### Clock distribution, run 1

Scale: 4 px per µm.
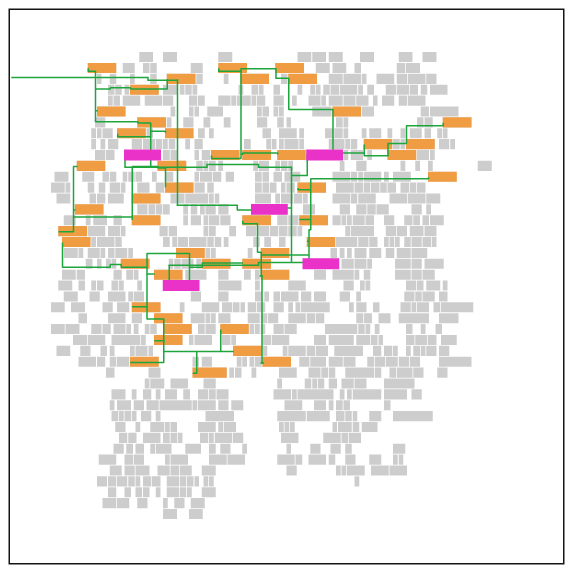
### Power grid, run 1

Scale: 3 px per µm. Pins as bars on the die edge.
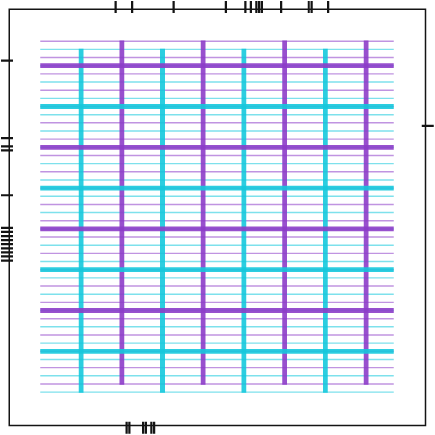
### Congestion heat map, run 1

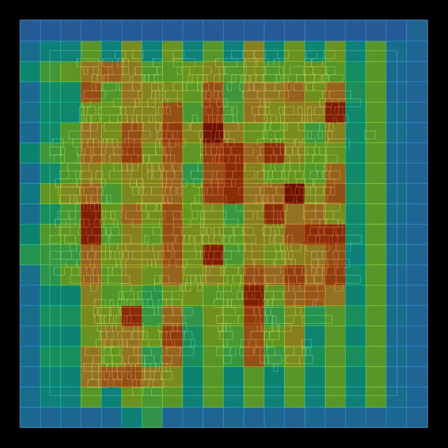
--- config.mk ---
export PLATFORM = sky130hd
export DESIGN_NAME = change_dispense_ctrl
export DESIGN_NICKNAME = d
export VERILOG_FILES = /design/src/rtl/vend_pkg.sv /design/src/rtl/change_planner.sv /design/src/rtl/change_dispense_ctrl.sv
export SDC_FILE = /design/constraint.sdc
export NUM_CORES = 1
export LEC_CHECK = 0
export CORE_MARGIN = 10
export CORE_UTILIZATION = 37
export CTS_CLUSTER_DIAMETER = 200
export CTS_CLUSTER_SIZE = 20
export DETAILED_ROUTE_END_ITERATION = 10
export GPL_TIMING_DRIVEN = 0
export PLACE_DENSITY = 0.6
export SLEW_MARGIN = 30
export SYNTH_ARGS = -nofsm -noshare
export SYNTH_HDL_FRONTEND = slang
export SYNTH_HIERARCHICAL = 1
export SYNTH_SLANG_ARGS = --single-unit
--- constraint.sdc ---
create_clock -name clk -period 9.3 [get_ports clk]
set_input_delay 0.93 -clock clk [delete_from_list [all_inputs] [get_ports clk]]
set_output_delay 0.93 -clock clk [all_outputs]
set_load 0.05 [all_outputs]
--- src/rtl/vend_pkg.sv ---
// rtl/vend_pkg.sv - shared types and coin constants for the change dispenser
package vend_pkg;

  typedef enum logic [2:0] {
    IDLE,
    PLAN,
    FIRE,
    WAIT,
    DONE,
    FAULT
  } dispense_state_t;

  localparam int COIN_NICKEL = 5;
  localparam int COIN_DIME   = 10;

endpackage

--- src/rtl/change_planner.sv ---
// rtl/change_planner.sv - greedy dime-first coin plan and feasibility check
module change_planner
  import vend_pkg::*;
#(
  parameter int N     = 6,
  parameter int INV_W = 8,
  parameter int PW    = 9
) (
  input  logic [N-1:0]     amt,
  input  logic [INV_W-1:0] nickel_cnt,
  input  logic [INV_W-1:0] dime_cnt,
  output logic             feasible,
  output logic [PW-1:0]    dimes_needed,
  output logic [PW-1:0]    nickels_needed
);

  localparam logic [PW-1:0] DIME_W   = PW'(COIN_DIME);
  localparam logic [PW-1:0] NICKEL_W = PW'(COIN_NICKEL);

  logic [PW-1:0] amt_w;
  logic [PW-1:0] max_dimes;
  logic [PW-1:0] remainder;

  // Use as many dimes as stock allows, cover the rest with nickels.
  always_comb begin
    amt_w          = PW'(amt);
    max_dimes      = amt_w / DIME_W;
    dimes_needed   = (max_dimes < PW'(dime_cnt)) ? max_dimes : PW'(dime_cnt);
    remainder      = amt_w - dimes_needed * DIME_W;
    nickels_needed = remainder / NICKEL_W;
    feasible       = (nickels_needed <= PW'(nickel_cnt));
  end

endmodule

--- src/rtl/change_dispense_ctrl.sv ---
// rtl/change_dispense_ctrl.sv - coin hopper sequencer with inventory counters
module change_dispense_ctrl
  import vend_pkg::*;
#(
  parameter int N           = 6,
  parameter int INV_W       = 8,
  parameter int NICKEL_INIT = 20,
  parameter int DIME_INIT   = 20,
  parameter int TIMEOUT     = 15
) (
  input  logic             clk,
  input  logic             reset,
  input  logic             req_valid,
  output logic             req_ready,
  input  logic [N-1:0]     req_amount,
  input  logic             coin_done,
  input  logic             load_nickel,
  input  logic             load_dime,
  output logic             nickel_pulse,
  output logic             dime_pulse,
  output logic             busy,
  output logic             done,
  output logic             fault,
  output logic [INV_W-1:0] nickel_cnt,
  output logic [INV_W-1:0] dime_cnt
);

  localparam int PW = ((N > INV_W) ? N : INV_W) + 1;
  localparam int TW = (TIMEOUT > 1) ? $clog2(TIMEOUT) : 1;
  localparam logic [N-1:0]     NICKEL_N = N'(COIN_NICKEL);
  localparam logic [INV_W-1:0] INV_MAX  = '1;

  dispense_state_t state, next_state;

  logic [N-1:0]  amt_q;
  logic [PW-1:0] dimes_left;
  logic [PW-1:0] nickels_left;
  logic [TW-1:0] wait_cnt;
  logic          fault_q;

  logic          plan_feasible;
  logic [PW-1:0] plan_dimes;
  logic [PW-1:0] plan_nickels;

  logic accept;
  logic fire_dime;
  logic fire_nickel;
  logic timed_out;
  logic coins_remain;

  assign accept       = req_valid && (state == IDLE);
  assign fire_dime    = (state == FIRE) && (dimes_left != '0);
  assign fire_nickel  = (state == FIRE) && (dimes_left == '0);
  assign timed_out    = (wait_cnt == TW'(TIMEOUT - 1));
  assign coins_remain = (dimes_left != '0) || (nickels_left != '0);

  change_planner #(
    .N     (N),
    .INV_W (INV_W),
    .PW    (PW)
  ) u_planner (
    .amt            (amt_q),
    .nickel_cnt     (nickel_cnt),
    .dime_cnt       (dime_cnt),
    .feasible       (plan_feasible),
    .dimes_needed   (plan_dimes),
    .nickels_needed (plan_nickels)
  );

  // State register.
  always_ff @(posedge clk) begin
    if (reset) state <= IDLE;
    else       state <= next_state;
  end

  // Next-state decode.
  always_comb begin
    next_state = state;
    case (state)
      IDLE:  if (accept) next_state = PLAN;
      PLAN: begin
        if (!plan_feasible)                              next_state = FAULT;
        else if ((plan_dimes == '0) && (plan_nickels == '0)) next_state = DONE;
        else                                             next_state = FIRE;
      end
      FIRE:  next_state = WAIT;
      WAIT: begin
        if (coin_done)      next_state = coins_remain ? FIRE : DONE;
        else if (timed_out) next_state = FAULT;
      end
      DONE:    next_state = IDLE;
      FAULT:   next_state = IDLE;
      default: next_state = IDLE;
    endcase
  end

  // Request datapath: latched amount, coins still owed, wait timer, sticky fault.
  always_ff @(posedge clk) begin
    if (reset) begin
      amt_q        <= '0;
      dimes_left   <= '0;
      nickels_left <= '0;
      wait_cnt     <= '0;
      fault_q      <= 1'b0;
    end else begin
      if (accept) begin
        amt_q   <= req_amount - (req_amount % NICKEL_N);
        fault_q <= 1'b0;
      end
      if (next_state == FAULT) fault_q <= 1'b1;
      if ((state == PLAN) && plan_feasible) begin
        dimes_left   <= plan_dimes;
        nickels_left <= plan_nickels;
      end
      if (fire_dime)   dimes_left   <= dimes_left - PW'(1);
      if (fire_nickel) nickels_left <= nickels_left - PW'(1);
      if (state == FIRE)      wait_cnt <= '0;
      else if (state == WAIT) wait_cnt <= wait_cnt + TW'(1);
    end
  end

  // Inventory: restock saturates, an eject in the same cycle cancels a restock.
  always_ff @(posedge clk) begin
    if (reset) begin
      nickel_cnt <= INV_W'(NICKEL_INIT);
      dime_cnt   <= INV_W'(DIME_INIT);
    end else begin
      case ({load_nickel, fire_nickel})
        2'b10:   if (nickel_cnt != INV_MAX) nickel_cnt <= nickel_cnt + INV_W'(1);
        2'b01:   nickel_cnt <= nickel_cnt - INV_W'(1);
        default: nickel_cnt <= nickel_cnt;
      endcase
      case ({load_dime, fire_dime})
        2'b10:   if (dime_cnt != INV_MAX) dime_cnt <= dime_cnt + INV_W'(1);
        2'b01:   dime_cnt <= dime_cnt - INV_W'(1);
        default: dime_cnt <= dime_cnt;
      endcase
    end
  end

  // Moore output decode.
  always_comb begin
    req_ready    = 1'b0;
    busy         = 1'b0;
    done         = 1'b0;
    dime_pulse   = 1'b0;
    nickel_pulse = 1'b0;
    fault        = fault_q;
    req_ready    = (state == IDLE);
    busy         = (state != IDLE);
    done         = (state == DONE);
    dime_pulse   = fire_dime;
    nickel_pulse = fire_nickel;
  end

endmodule

==> flow_summary.ini, run 1 <==
; flow metrics
[status]
status = completed

[final_layout]
buf_share_pct = 10.9
drive_gt1_share_pct = 13.6
flop-count = 48
largestClassByArea = combinational gates
fin_cells = 936
stdcell_area_mm2 = 0.00627
syn_to_final_growth_pct = 21.2
clock_area_share_pct = 2.35
nets = 824
nClkBuffers = 6
layout.cells.most_common_list = 68 x a21oi_1, 64 x nor2_1, 58 x nand2_1
nMultiInputCombCells = 570

[timing]
fin_hold_ws_ns = 0.481
period_minus_slack_ns = 8.86
worst_slew_margin_rel_pct = 49.7
setup_slack_ns = 0.444
setup_viol = 0

[floorplanning]
die-width_um = 138
initCoreUtil_pct = 37.6

[place]
portBuffers = 32
routabilityCongestion = 0.887

[job]
warning_count = 32
cap_violations = 0

[critical_path]
cp.arrival_ns = 9.04
startpoint = amt_q[5]
cp_max_fo = 6
crit_path_top_delay_cell = or3_4
path_delay_family = AND-OR/OR-AND gates
crit_top_cell = a21oi_1

[route]
highest_layer = met4
wl_met2_um = 6730
vias_per_cell = 5.53
first_pass_iters = 5
vias = 5174
drt.antenna.violating_nets = 0

[logic_synthesis]
mux_area_share_pct = 3.10
top_area_share_pct = 18.6
top_area_cell = dfxtp_1
avgSynthCellArea_um2 = 7.61
yosys_area_mm2 = 0.00517
netlist_instances = 680

[clock_tree]
cts_sinks = 48
cts_root_buf = clkbuf_16
cts-resized-gates = 11
htree_levels = 2
path_clk_slew_ns = 0.07

[global_route]
grtUsageTotal_pct = 13.2
grt_overflow_total = 0
first_global_vias = 4768
About 'Clock distribution':
[flip-flops] orange | count: 48
[clock drivers] magenta | count: 5
[clock wires] green | length: 734 µm
routed clock nets: 6

About 'Power grid':
| net | colour |
|---|---|
| VSS | cyan |
| VDD | purple |
met1 rails: 44
rows: 43
signal pins: 34

About 'Congestion heat map':
routing usage on met2: 22.1%
Wirelength per Cell: 14.7 µm
met3 track demand over resource: 2.84%

==> run 1: synth_stat cells, drive strengths merged, types with 9 or more instances <==
cell,number
a21o,13
a21oi,71
a31oi,10
buf,15
clkbuf,17
dfxtp,48
ha,51
inv,44
mux2i,11
nand2,59
nand2b,10
nand3,15
nor2,73
nor2b,18
nor3,21
nor4,9
o211ai,13
o21ai,35
xnor2,21
xor2,10
==> run 1: path summary, 6_finish.rpt <==
kind / end / cells after the start
min: amt_q[1] / 2
min reg2reg: amt_q[1] / 2
max: nickels_left[2] / 50
max reg2reg: nickels_left[2] / 50
==> run 1: flip-flops by register name (all words and copies together) (netlist names) <==
name          count
nickels_left      9
wait_cnt          4
amt_q             6
dime_cnt          8
fault             1
dimes_left        9
state             3
nickel_cnt        8
--- run 2 (diff from run 1) ---
Settings changed: TNS_END_PERCENT from default to 20.
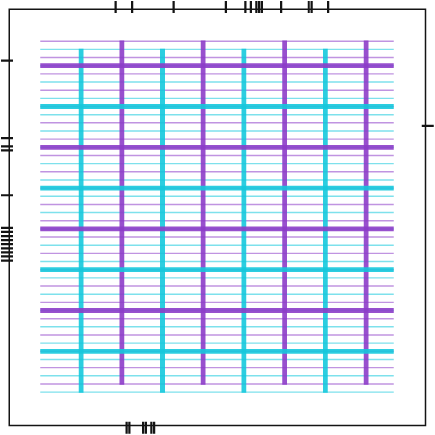
*Power grid, run 2*
Scale: 3 px per µm. Pins as bars on the die edge.
| net | colour |
|---|---|
| VSS | cyan |
| VDD | purple |
met4 straps: 8
met5 straps: 8
rows: 43

==> run 2 against run 1 <==
Effect of this change:
- critical path depth unchanged
- die size unchanged
- design area unchanged
- via count unchanged
- global-route usage unchanged
- clock-buffer cell count unchanged
- maximum frequency unchanged
- worst setup slack unchanged
- sequential share of layout area unchanged
- critical endpoint unchanged
- highest routed layer unchanged
==> flow_summary.ini, run 2 <==
; flow metrics
[clock_tree]
cts-resized-gates = 11
cts_root_buf = clkbuf_16
numCtsBuffers = 5
cts_sinks = 48
htree_levels = 2
path_clk_slew_ns = 0.07

[final_layout]
stdcell_area_mm2 = 0.00627
syn_to_final_growth_pct = 21.2
nClkBuffers = 6
buf_share_pct = 10.9
largest_registers = dimes_left x9, nickels_left x9
fin_cells = 936
layout.cells.most_common_list = 68 x a21oi_1, 64 x nor2_1, 58 x nand2_1
largestClassByArea = combinational gates
clock_area_share_pct = 2.35
flop-count = 48
nMultiInputCombCells = 570
utilization_pct = 45.5
drive_gt1_share_pct = 13.6

[global_route]
grtUsageTotal_pct = 13.2
grt_overflow_total = 0
gr-usage-met3_pct = 2.84
busiest_layer = met2
first_global_vias = 4768
antenna_found_initial = 0
grt_first_pass_wirelength_um = 22300
grtUsageMet2_pct = 22.1

[status]
status = completed

[timing]
fin_hold_ws_ns = 0.481
period_minus_slack_ns = 8.86
setup_slack_ns = 0.444
worst_slew_margin_rel_pct = 49.7
setup_viol = 0

[route]
post_drt_wl_per_cell_um = 14.7
vias_per_cell = 5.53
routed_wl_um = 13800
vias = 5174
drt.antenna.violating_nets = 0
wl_met2_um = 6730
highest_layer = met4

[logic_synthesis]
ys_sh_simple_pct = 24.4
avgSynthCellArea_um2 = 7.61
top_area_cell = dfxtp_1
netlist_instances = 680
syn_area_mm2 = 0.00517
mux_area_share_pct = 3.10
synth_cell_types = 86
ys_top_cells_by_count = 70 x a21oi_1, 66 x nor2_1, 59 x nand2_1
yosys_area_mm2 = 0.00517
top_area_share_pct = 18.6

[critical_path]
cp.arrival_ns = 9.04
cp_max_fo = 6
reg2reg_from = amt_q[5]
path_delay_family = AND-OR/OR-AND gates
crit_top_cell = a21oi_1
reg2reg_to = nickels_left[2]
reg2reg_depth = 50

[job]
warning_count = 32
cap_violations = 0

[worst_hold_path]
hold_depth = 2
whs_endpoint = amt_q[1]

[place]
portBuffers = 32
routabilityCongestion = 0.887

[floorplanning]
dieArea_mm2 = 0.0191
io_pins = 34
initCoreUtil_pct = 37.6
die-width_um = 138
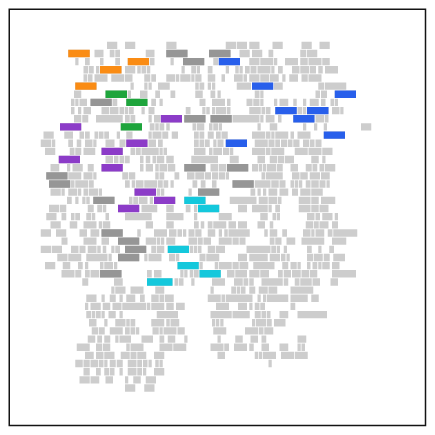
*Register map, names as in the netlist, run 2*
Scale: 3 px per µm. Other sequential cells in the stronger grey, the rest of the logic in the fainter grey.
| name in the netlist | colour | placed flops |
|---|---|---|
| `dimes_left` | purple | 9 |
| `wait_cnt` | orange | 4 |
| `state` | green | 3 |
| `amt_q` | cyan | 6 |
| `nickel_cnt` | blue | 8 |

-- run 2: cell counts after synthesis --
Identical to the previous run, type by type.
-- run 2: worst max-delay path by stage --
stage | from | to | slack, ns | depth (start not counted)
after floorplan | amt_q[5] | nickels_left[5] | 0.76 | 48
after global placement | amt_q[5] | nickels_left[0] | -0.82 | 49
after detailed placement | amt_q[5] | dimes_left[2] | -0.64 | 49
after CTS | amt_q[5] | dimes_left[5] | 0.04 | 49
after global routing | amt_q[5] | dimes_left[5] | -0.07 | 49
final | amt_q[5] | nickels_left[2] | 0.44 | 50
-- run 2: worst min-delay path, cell delays in order (launching register included) --
cell,delay [ns]
dfxtp_1,0.33
nand2_1,0.06
a21oi_1,0.05
--- run 3 (diff from run 2) ---
Settings changed: PLACE_DENSITY 0.6 to 0.62.
Clock period 9.3 ns to 7.8 ns, I/O delays scaled along.
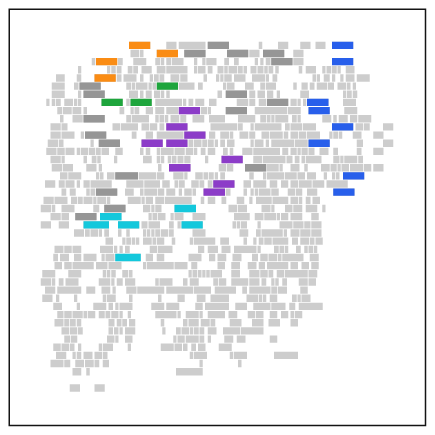
*Register map, names as in the netlist, run 3*
Scale: 3 px per µm. Other sequential cells in the stronger grey, the rest of the logic in the fainter grey.
| name in the netlist | colour | placed flops |
|---|---|---|
| `dimes_left` | purple | 9 |
| `wait_cnt` | orange | 4 |
| `state` | green | 3 |
| `amt_q` | cyan | 6 |
| `nickel_cnt` | blue | 8 |

==> run 3 against run 2 <==
Effect of this change:
- the run now ends with setup timing left
- maximum frequency rose by 5.6%
- synthesized cell count did not move
- area after synthesis did not move
- register-to-register slack got worse by 1.0 ns
- via count rose by 4.4%
- cell count rose by 2.5%
- worst hold slack improved by 0.0064 ns
==> flow_summary.ini, run 3 <==
; flow metrics
[status]
status = finished, violations left
violations = setup timing

[route]
vias_per_cell = 5.64
wl_met2_um = 7350
drt.antenna.violating_nets = 0
post_drt_wl_per_cell_um = 15.8
routed_wl_um = 15100
first_pass_iters = 5
highest_layer = met4
vias = 5404

[worst_hold_path]
hold_depth = 2
whs_endpoint = nickels_left[1]

[logic_synthesis]
ys_top_cells_by_count = 70 x a21oi_1, 66 x nor2_1, 59 x nand2_1
mux_area_share_pct = 3.10
avgSynthCellArea_um2 = 7.61
ys_sh_simple_pct = 24.4
top_area_cell = dfxtp_1
top_area_share_pct = 18.6
synth.most_common_cell = a21oi_1
synth_cell_types = 86
ys_cells = 680
yosys_area_mm2 = 0.00517
syn_area_mm2 = 0.00517
ys_sh_aoi_pct = 26.8
netlist_instances = 680

[final_layout]
stdcell_area_mm2 = 0.00683
comb_area_mm2 = 0.00434
syn_to_final_growth_pct = 31.9
layout.cells.most_common_list = 63 x nor2_1, 57 x nand2_1, 57 x a21oi_1
drive_gt1_share_pct = 21.6
utilization_pct = 49.6
nets = 846
fin_cells = 959
largest_registers = dimes_left x9, nickels_left x9

[global_route]
gr-usage-met3_pct = 1.99
grtUsageMet2_pct = 25.1
grtUsageTotal_pct = 14.3
grt_overflow_total = 0
grt_first_pass_wirelength_um = 24200
first_global_vias = 5144
busiest_layer = met2
antenna_found_initial = 0

[timing]
fin_crit_sh_pct = 108
setup_viol = 22
period_minus_slack_ns = 8.39
worst_slew_margin_rel_pct = 40.8
fin_hold_ws_ns = 0.487
slew_viol_final = 0
setup_slack_ns = -0.589

[critical_path]
startpoint_type = register
critPathKind = reg2reg
reg2reg_to = dimes_left[4]
cp.arrival_ns = 8.53
reg2reg_depth = 47
crit_path_top_delay_cell = fa_1
startpoint = amt_q[3]
reg2reg_from = amt_q[3]
worstSetupEndpoint = dimes_left[4]
cp_max_fo = 8
critPathMaxStageDelay_ns = 0.45

[clock_tree]
cts_sinks = 48
cts_root_buf = clkbuf_16
path_clk_slew_ns = 0.07
cts_buffer_depth = 2
htree_levels = 2
numCtsBuffers = 5

[place]
routabilityCongestion = 0.855
portBuffers = 32

[floorplanning]
io_pins = 34
die-width_um = 138
dieArea_mm2 = 0.0191
initCoreUtil_pct = 37.6

[job]
warning_count = 35
cap_violations = 0
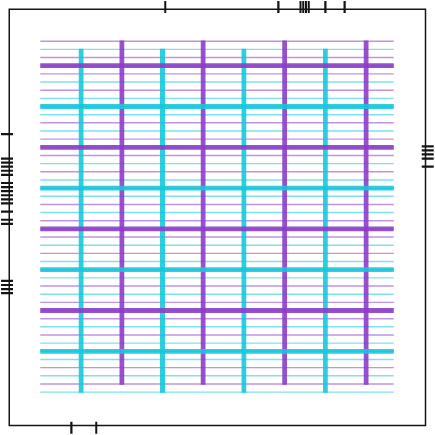
*Power grid, run 3*
Scale: 3 px per µm. Pins as bars on the die edge.
| net | colour |
|---|---|
| VSS | cyan |
| VDD | purple |
met1 rails: 44
signal pins: 34
met5 straps: 8
rows: 43
met4 straps: 8

run 3: worst max-delay path: cells and delay by family, from the launching register on:
family                   cells  cell delay [ns]
adder cells (fa/ha/maj)      7             1.77
flip-flops                   1             0.37
XOR/XNOR                     1             0.19
buffers and inverters        4             0.44
AND/OR/NAND/NOR             10             1.52
AND-OR/OR-AND               23             3.43
multiplexers                 2             0.49
run 3: what timing repair did:
item / CTS / global route
endpoints found under the setup margin: 22 / 22
gates cloned: 1 / 0
setup buffers: 38 / 9
gates resized: 37 / 29
pin swaps: 32 / 30
run 3: layout make-up:
type / count / area share [%]
multi-input combinational: 569 / 63.5
sequential: 48 / 14.2
timing repair buffer: 79 / 10.8
tap: 180 / 3.30
buffer: 31 / 3.01
inverter: 44 / 2.42
clock buffer: 6 / 2.20
clock inverter: 2 / 0.568
